<file path="config.mk">
export PLATFORM = sky130hd
export DESIGN_NAME = multicycle_ctrl
export DESIGN_NICKNAME = d
export VERILOG_FILES = /design/src/rtl/multicycle_pkg.sv /design/src/rtl/multicycle_ctrl_md_timeout_ctr.sv /design/src/rtl/multicycle_ctrl.sv
export SDC_FILE = /design/constraint.sdc
export NUM_CORES = 1
export LEC_CHECK = 0
export CORE_ASPECT_RATIO = 1.1
export CORE_MARGIN = 2
export CORE_UTILIZATION = 41
export CTS_CLUSTER_DIAMETER = 40
export DETAILED_ROUTE_END_ITERATION = 8
export PLACE_DENSITY = 0.95
export RECOVER_POWER = 50
export SLEW_MARGIN = 30
export SYNTH_ARGS = -nofsm -noshare
export SYNTH_HDL_FRONTEND = slang
export SYNTH_SLANG_ARGS = --single-unit
</file>
<file path="constraint.sdc">
create_clock -name clock -period 2.25 [get_ports clock]
set_input_delay 0.45 -clock clock [delete_from_list [all_inputs] [get_ports clock]]
set_output_delay 0.45 -clock clock [all_outputs]
set_load 0.01 [all_outputs]
</file>
<file path="src/rtl/multicycle_pkg.sv">
// Shared encodings for the multicycle MIPS-subset controller: FSM states,
// instruction opcode/funct fields and ALU operation codes.
package multicycle_pkg;

    typedef enum logic [3:0] {
        S_FETCH   = 4'd0,
        S_DECODE  = 4'd1,
        S_MEMADR  = 4'd2,
        S_MEMRD   = 4'd3,
        S_MEMWB   = 4'd4,
        S_MEMWR   = 4'd5,
        S_EXEC    = 4'd6,
        S_ALUWB   = 4'd7,
        S_MDWAIT  = 4'd8,
        S_MFWB    = 4'd9,
        S_BRANCH  = 4'd10,
        S_ADDIEX  = 4'd11,
        S_ADDIWB  = 4'd12,
        S_JUMP    = 4'd13,
        S_ILLEGAL = 4'd14
    } state_t;

    localparam logic [5:0] OP_RTYPE = 6'b000000;
    localparam logic [5:0] OP_LW    = 6'b100011;
    localparam logic [5:0] OP_SW    = 6'b101011;
    localparam logic [5:0] OP_BEQ   = 6'b000100;
    localparam logic [5:0] OP_ADDI  = 6'b001000;
    localparam logic [5:0] OP_J     = 6'b000010;

    localparam logic [5:0] FN_ADD  = 6'b100000;
    localparam logic [5:0] FN_SUB  = 6'b100010;
    localparam logic [5:0] FN_AND  = 6'b100100;
    localparam logic [5:0] FN_OR   = 6'b100101;
    localparam logic [5:0] FN_SLT  = 6'b101010;
    localparam logic [5:0] FN_MULT = 6'b011000;
    localparam logic [5:0] FN_DIV  = 6'b011010;
    localparam logic [5:0] FN_MFHI = 6'b010000;
    localparam logic [5:0] FN_MFLO = 6'b010010;

    localparam logic [3:0] ALU_AND  = 4'b0000;
    localparam logic [3:0] ALU_OR   = 4'b0001;
    localparam logic [3:0] ALU_ADD  = 4'b0010;
    localparam logic [3:0] ALU_SUB  = 4'b0110;
    localparam logic [3:0] ALU_SLT  = 4'b0111;
    localparam logic [3:0] ALU_MULT = 4'b1000;
    localparam logic [3:0] ALU_DIV  = 4'b1001;

endpackage

</file>
<file path="src/rtl/multicycle_ctrl_md_timeout_ctr.sv">
// Saturating cycle counter with synchronous clear; tc flags the incrementing
// cycle in which the count reaches LIMIT.
module md_timeout_ctr #(
    parameter int LIMIT = 64
) (
    input  logic clock,
    input  logic rst,
    input  logic clr,
    input  logic inc,
    output logic tc
);

    localparam int CW = $clog2(LIMIT + 1);

    logic [CW-1:0] cnt_q;
    logic [CW-1:0] cnt_d;

    always_comb begin
        cnt_d = cnt_q;
        if (clr) begin
            cnt_d = '0;
        end else if (inc && (cnt_q != CW'(LIMIT))) begin
            cnt_d = cnt_q + 1'b1;
        end
    end

    assign tc = inc && (cnt_q >= CW'(LIMIT - 1));

    always_ff @(posedge clock or posedge rst) begin
        if (rst) begin
            cnt_q <= '0;
        end else begin
            cnt_q <= cnt_d;
        end
    end

endmodule

</file>
<file path="src/rtl/multicycle_ctrl.sv">
// Multicycle MIPS-subset control FSM (Moore, with mem_ready-qualified fetch strobes).
// Define MULTDIV_EN to enable mult/div/mfhi/mflo and the mult/div timeout logic.
module multicycle_ctrl
    import multicycle_pkg::*;
#(
    parameter int OP_W       = 6,
    parameter int FUNCT_W    = 6,
    parameter int ALUC_W     = 4,
    parameter int MD_TIMEOUT = 64
) (
    input  logic               clock,
    input  logic               rst,
    input  logic [OP_W-1:0]    opcode,
    input  logic [FUNCT_W-1:0] funct,
    input  logic               zero,
    input  logic               mem_ready,
    input  logic               md_done,
    output logic               mem_req,
    output logic               iord,
    output logic               mem_write,
    output logic               ir_write,
    output logic               pc_write,
    output logic               reg_write,
    output logic               reg_dst,
    output logic               alu_src_a,
    output logic [1:0]         alu_src_b,
    output logic [ALUC_W-1:0]  alu_ctrl,
    output logic [1:0]         pc_src,
    output logic [1:0]         wb_sel,
    output logic               md_start,
    output logic               illegal_op,
    output logic               md_err,
    output logic [3:0]         state_o
);

    state_t state_q;
    state_t state_d;

`ifdef MULTDIV_EN
    logic md_inc;
    logic md_clr;
    logic md_tc;

    assign md_inc = (state_q == S_MDWAIT);
    assign md_clr = (state_q != S_MDWAIT) || md_done || md_tc;

    md_timeout_ctr #(
        .LIMIT (MD_TIMEOUT)
    ) u_md_timeout_ctr (
        .clock (clock),
        .rst   (rst),
        .clr   (md_clr),
        .inc   (md_inc),
        .tc    (md_tc)
    );
`else
    logic unused_md_done;
    assign unused_md_done = md_done;
`endif

    always_ff @(posedge clock or posedge rst) begin
        if (rst) begin
            state_q <= S_FETCH;
        end else begin
            state_q <= state_d;
        end
    end

    always_comb begin
        state_d    = state_q;
        mem_req    = 1'b0;
        iord       = 1'b0;
        mem_write  = 1'b0;
        ir_write   = 1'b0;
        pc_write   = 1'b0;
        reg_write  = 1'b0;
        reg_dst    = 1'b0;
        alu_src_a  = 1'b0;
        alu_src_b  = 2'b00;
        alu_ctrl   = ALU_AND;
        pc_src     = 2'b00;
        wb_sel     = 2'b00;
        md_start   = 1'b0;
        illegal_op = 1'b0;
        md_err     = 1'b0;

        case (state_q)
            S_FETCH: begin
                mem_req   = 1'b1;
                alu_src_b = 2'b01;
                alu_ctrl  = ALU_ADD;
                if (mem_ready) begin
                    ir_write = 1'b1;
                    pc_write = 1'b1;
                    state_d  = S_DECODE;
                end
            end
            S_DECODE: begin
                // Branch target is precomputed here while the opcode is decoded.
                alu_src_b = 2'b11;
                alu_ctrl  = ALU_ADD;
                case (opcode)
                    OP_LW, OP_SW: state_d = S_MEMADR;
                    OP_RTYPE:     state_d = S_EXEC;
                    OP_BEQ:       state_d = S_BRANCH;
                    OP_ADDI:      state_d = S_ADDIEX;
                    OP_J:         state_d = S_JUMP;
                    default:      state_d = S_ILLEGAL;
                endcase
            end
            S_MEMADR: begin
                alu_src_a = 1'b1;
                alu_src_b = 2'b10;
                alu_ctrl  = ALU_ADD;
                if (opcode == OP_LW) begin
                    state_d = S_MEMRD;
                end else if (opcode == OP_SW) begin
                    state_d = S_MEMWR;
                end else begin
                    state_d = S_FETCH;
                end
            end
            S_MEMRD: begin
                mem_req = 1'b1;
                iord    = 1'b1;
                if (mem_ready) begin
                    state_d = S_MEMWB;
                end
            end
            S_MEMWB: begin
                reg_write = 1'b1;
                wb_sel    = 2'b01;
                state_d   = S_FETCH;
            end
            S_MEMWR: begin
                mem_req   = 1'b1;
                iord      = 1'b1;
                mem_write = 1'b1;
                if (mem_ready) begin
                    state_d = S_FETCH;
                end
            end
            S_EXEC: begin
                alu_src_a = 1'b1;
                state_d   = S_ILLEGAL;
                case (funct)
                    FN_ADD: begin alu_ctrl = ALU_ADD; state_d = S_ALUWB; end
                    FN_SUB: begin alu_ctrl = ALU_SUB; state_d = S_ALUWB; end
                    FN_AND: begin alu_ctrl = ALU_AND; state_d = S_ALUWB; end
                    FN_OR:  begin alu_ctrl = ALU_OR;  state_d = S_ALUWB; end
                    FN_SLT: begin alu_ctrl = ALU_SLT; state_d = S_ALUWB; end
`ifdef MULTDIV_EN
                    FN_MULT: begin alu_ctrl = ALU_MULT; md_start = 1'b1; state_d = S_MDWAIT; end
                    FN_DIV:  begin alu_ctrl = ALU_DIV;  md_start = 1'b1; state_d = S_MDWAIT; end
                    FN_MFHI, FN_MFLO: state_d = S_MFWB;
`endif
                    default: state_d = S_ILLEGAL;
                endcase
            end
            S_ALUWB: begin
                reg_write = 1'b1;
                reg_dst   = 1'b1;
                state_d   = S_FETCH;
            end
`ifdef MULTDIV_EN
            S_MDWAIT: begin
                // A completion arriving on the timeout cycle suppresses the error.
                if (md_done) begin
                    state_d = S_FETCH;
                end else if (md_tc) begin
                    md_err  = 1'b1;
                    state_d = S_FETCH;
                end
            end
            S_MFWB: begin
                reg_write = 1'b1;
                reg_dst   = 1'b1;
                wb_sel    = (funct == FN_MFLO) ? 2'b11 : 2'b10;
                state_d   = S_FETCH;
            end
`endif
            S_BRANCH: begin
                alu_src_a = 1'b1;
                alu_ctrl  = ALU_SUB;
                pc_src    = 2'b01;
                pc_write  = zero;
                state_d   = S_FETCH;
            end
            S_ADDIEX: begin
                alu_src_a = 1'b1;
                alu_src_b = 2'b10;
                alu_ctrl  = ALU_ADD;
                state_d   = S_ADDIWB;
            end
            S_ADDIWB: begin
                reg_write = 1'b1;
                state_d   = S_FETCH;
            end
            S_JUMP: begin
                pc_src   = 2'b10;
                pc_write = 1'b1;
                state_d  = S_FETCH;
            end
            S_ILLEGAL: begin
                illegal_op = 1'b1;
                state_d    = S_FETCH;
            end
            default: state_d = S_FETCH;
        endcase

        // Nothing may strobe while reset is held, including the fetch request.
        if (rst) begin
            mem_req    = 1'b0;
            iord       = 1'b0;
            mem_write  = 1'b0;
            ir_write   = 1'b0;
            pc_write   = 1'b0;
            reg_write  = 1'b0;
            reg_dst    = 1'b0;
            alu_src_a  = 1'b0;
            alu_src_b  = 2'b00;
            alu_ctrl   = ALU_AND;
            pc_src     = 2'b00;
            wb_sel     = 2'b00;
            md_start   = 1'b0;
            illegal_op = 1'b0;
            md_err     = 1'b0;
        end
    end

    assign state_o = state_q;

endmodule

</file>
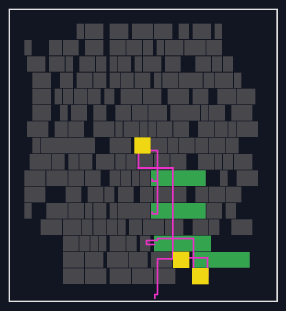
clock_wires.png
Drawn at 6 px/um.
Key: yellow = clock-net drivers [count 3]; green = flip-flops [count 4]; magenta = clock wires [length 76.7 um]
There are 4 routed clock nets.

==> GITHUB_STEP_SUMMARY <==
## Synthesis and layout report

| Metric | Value |
|---|---|
| Initial antenna violation count | 0 |
| Top post-synthesis cells by count | 10 x sky130_fd_sc_hd__nor2_1, 10 x sky130_fd_sc_hd__nor3_1, 9 x sky130_fd_sc_hd__nand2_1 |
| P_sw | just over 500 uW |
| Met3 wire length | ~230 um |
| Synthesized area | 735.7 sq um |
| Post-DP HPWL | 2021 um |
| Element type at the critical path start | flop |
| Cell Int Power | roughly 640 uW |
| Wire length of the first global-routing pass | 4291 um |
| Number of sinks handled by clock tree synthesis | 4 |
| Cell types occupying the most area after synthesis | sky130_fd_sc_hd__dfrtp_1 14%, sky130_fd_sc_hd__nor3_1 6.8%, sky130_fd_sc_hd__buf_4 5.1%, sky130_fd_sc_hd__nor2_1 5.1%, sky130_fd_sc_hd__a21oi_1 4.8% |
| Final count of pins violating max slew | 0 |
| Via/cell ratio | about 6 |
| Endpoint type of the worst setup path | output port |
| Initial Utilization | 0.4224 |
| Vias post-DR | 1,098 |
| Source of the worst register-to-register timing path | state_o[3]$_DFFE_PP0P_ |
| Met1 wire length | 924 um |
| Yosys synthesis warning count | 0 |
| Post-layout power | 1150 uW |
| Area fraction of the dominant cell type after synthesis | 0.1361 |
| Crit-path max FO | 11 |
| Logic pwr share | 0.788 |
| Register-to-register path setup slack | 0.63 ns |
| Static leakage power | 0.0006088 uW |
| Clock slew at the register clock pins of the worst setup and hold paths | around 0.04 ns |
| Total routing resource utilization after global routing | 0.2543 |
| DRT iter0 DRCs | 67 |
| Number of standard-cell rows in the floorplan | 16 |
| CTS tree | done |
| Area of the synthesized netlist per yosys stat | ~740 sq um |
| Fraction of power consumed by the clock network | 0.081 |
| Maximum number of pins on one net before global-route repair | 13 |
| Gate Count Post-Synth | about 110 |
| CP required | between 1.5 and 2 ns |
| Number of distinct library cell variants in the gate-level netlist after synthesis | roughly 41 |
| Fraction of power spent switching nets | 0.4472 |
| Top flip-flop cell by instance count after synthesis | sky130_fd_sc_hd__dfrtp_1 |
| Floorplan die height | 48.43 um |
| Number of warnings in the stage logs | 27 |
| Core Box Area | 1742 sq um |
| Register area share after synthesis | 0.1361 |
| Share of post-route cells with drive strength above 1 | 0.2647 |
| Number of global-route vias before repair | 1,005 |
| Yosys cell count | 110 |
| Net count, final | roughly 190 |
| Number of enable flip-flop cells | 0 |
| Average wire length per cell after detail routing | roughly 14 um |
| Fraction of synthesis flops using an asynchronous set or reset pin | 1.000 |
| DRC violation count after routing | 0 |
| Fraction of the core area covered by cells at the end of the flow | 0.7593 |
| Count of state elements after synthesis | 4 |
| Outcome | finished, final reports clean |
| Clock Root Buffer | sky130_fd_sc_hd__clkbuf_4 |
| Period minus WS final | about 2.2 ns |
| Largest clock skew in the final design | 0.0001350 ns |
| DRT antenna net count | 0 |
| Clock tree buffer depth | 2 |
| Arr. time, crit path | 1.76 ns |
| Routed length on met2 | between 1000 and 1500 um |
| Number of optimization iterations in the first detailed-route pass | 4 |
| Total count of hold-check failures in the final report | 0 |
| Terminus of the critical flop-to-flop path | state_o[3]$_DFFE_PP0P_ |
| Largest register FFs | 4 |
| Finish-stage setup viols | 0 |
| Synth-to-layout area growth | 79.76% |
| Antenna diodes | 0 |
| Final Wtd Congestion | 0.8963 |
| Slew at the pin closest to its max-slew limit | 0.4982 ns |
| Drt total wl | 2600 um |
| Clock buffers created by TritonCTS | 3 |
| Final critical-path share of the clock period | 0.9801 |
| Top cell type by total area after synthesis | sky130_fd_sc_hd__dfrtp_1 |
| IO Pins | approximately 42 |
| Clock latency reported for the late side of the worst-skew pair | 0.24 ns |
| Quantity of I/O buffers inserted on ports | 36 |
| Highest layer used for signal routing | met4 |
| Width of the chip | 44.39 um |
| Sequential share of power | 0.132 |
| Synth Area per Inst | 6.688 sq um |
| GR Overflow Total | 0 |
| Startpoint-to-endpoint class of the critical path | flop to output port |
| Number of cells on the worst reg-to-reg path | 5 |
| P per Cell Area | 869.6 nW/um^2 |
| Total Die Area | 2150 sq um |
| Max-slew headroom | 0.6593 |
| First element of the critical path | state_o[1]$_DFFE_PP0P_ |
| Highest ir drop seen on vdd | 0.5215 mV |
| Endpoint of the worst setup timing path | alu_src_b[0] |
| Highest clock rate | between 400 and 500 MHz |
| Worst Hold Class | input pin to async pin |
| MaxCap Viol Count | 0 |
| H-tree lvl count | 1 |
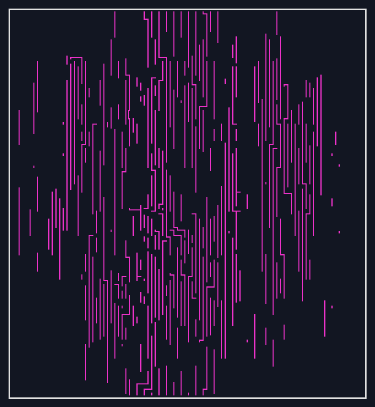
m2.png
Drawn at 8 px/um.
167 nets have wire on it. The layer carries 1,380 um of wire. The layer holds 53% of the routed length.

cell type report:
class | count | area (sq um)
multi-input combinational | 94 | 603.1
timing repair buffer | 66 | 560.5
fill | 128 | 419.2
sequential | 4 | 102.6
clock buffer | 3 | 22.52
tap | 18 | 22.52
inverter | 3 | 11.26
critical path, stage by stage (launching register included):
cell                              delay [ns]
sky130_fd_sc_hd__dfrtp_2                0.47
sky130_fd_sc_hd__buf_4                  0.18
sky130_fd_sc_hd__nor4_1                 0.28
sky130_fd_sc_hd__clkdlybuf4s50_1        0.58
cell usage in the layout (no fill, tap or decap), types with 2 or more instances in the layout:
master                            instances
sky130_fd_sc_hd__a21oi_1                  7
sky130_fd_sc_hd__nor4_1                   4
sky130_fd_sc_hd__nand4_1                  2
sky130_fd_sc_hd__o21ai_0                  3
sky130_fd_sc_hd__a21o_1                   2
sky130_fd_sc_hd__nor3_2                   2
sky130_fd_sc_hd__nor3_1                   8
sky130_fd_sc_hd__nand2b_1                 4
sky130_fd_sc_hd__buf_4                   29
sky130_fd_sc_hd__or4_1                    2
sky130_fd_sc_hd__dfrtp_1                  2
sky130_fd_sc_hd__dfrtp_2                  2
sky130_fd_sc_hd__mux2i_1                  2
sky130_fd_sc_hd__clkdlybuf4s50_1         18
sky130_fd_sc_hd__and3_1                   2
sky130_fd_sc_hd__xor2_1                   2
sky130_fd_sc_hd__dlygate4sd2_1           13
sky130_fd_sc_hd__nand3_1                  5
sky130_fd_sc_hd__dlygate4sd3_1            3
sky130_fd_sc_hd__nor2b_1                  3
sky130_fd_sc_hd__a2111oi_2                2
sky130_fd_sc_hd__conb_1                   4
sky130_fd_sc_hd__inv_1                    3
sky130_fd_sc_hd__nor2_1                   9
sky130_fd_sc_hd__nand2_1                  9
sky130_fd_sc_hd__clkbuf_4                 3
kinds of logic (layout without fill, tap and decap cells):
| logic type | after synthesis | in the layout | share of synthesized area |
|---|---|---|---|
| buf+inv | 15 | 72 | 0.1122 |
| mux | 2 | 2 | 0.02721 |
| simple gates | 62 | 62 | 0.4643 |
| compound gates | 23 | 23 | 0.2194 |
| flops | 4 | 4 | 0.1361 |
| other cells | 1 | 4 | 0.005097 |
| xor+xnor | 3 | 3 | 0.03572 |
what timing repair did:
action	in CTS	in global routing
buffers inserted	0	4
setup endpoints to repair	17	4
pin swaps	0	0
hold buffers	0	0
gates resized	23	5
per-layer routing:
metal | track usage | up-vias
met5 | 0 | -
met4 | 0.09596 | 0
met3 | 0.02612 | 13
met2 | 0.4436 | 74
met1 | 0.3102 | 489
li1 | - | 522
power groups by stage:
stage | Combinational (uW) | Sequential (uW) | Clock, uW
global route | 977 | 159 | 94.4
global placement | 813 | 155 | 0
finish | 906 | 152 | 92.6
detailed placement | 841 | 159 | 0
CTS | 830 | 164 | 93.2
floorplan | 444 | 149 | 0
per-stage QoR:
stage                       TNS [ns]  setup slack, ns  std cells  cell area [sq um]  hold WS, ns
final                              0          0.04475        188               1323       0.5644
after global routing      -0.0009578       -0.0009578        188               1323       0.6404
after CTS                          0          0.01167        184               1294       0.5401
after detailed placement      -2.293          -0.3239        181               1254       0.8226
after global placement        -2.142          -0.3172        181               1254       0.7958
after floorplan                    0           0.4897        113              747.0       0.4386
No activity file was given, so power comes from the tool's default toggle rates.
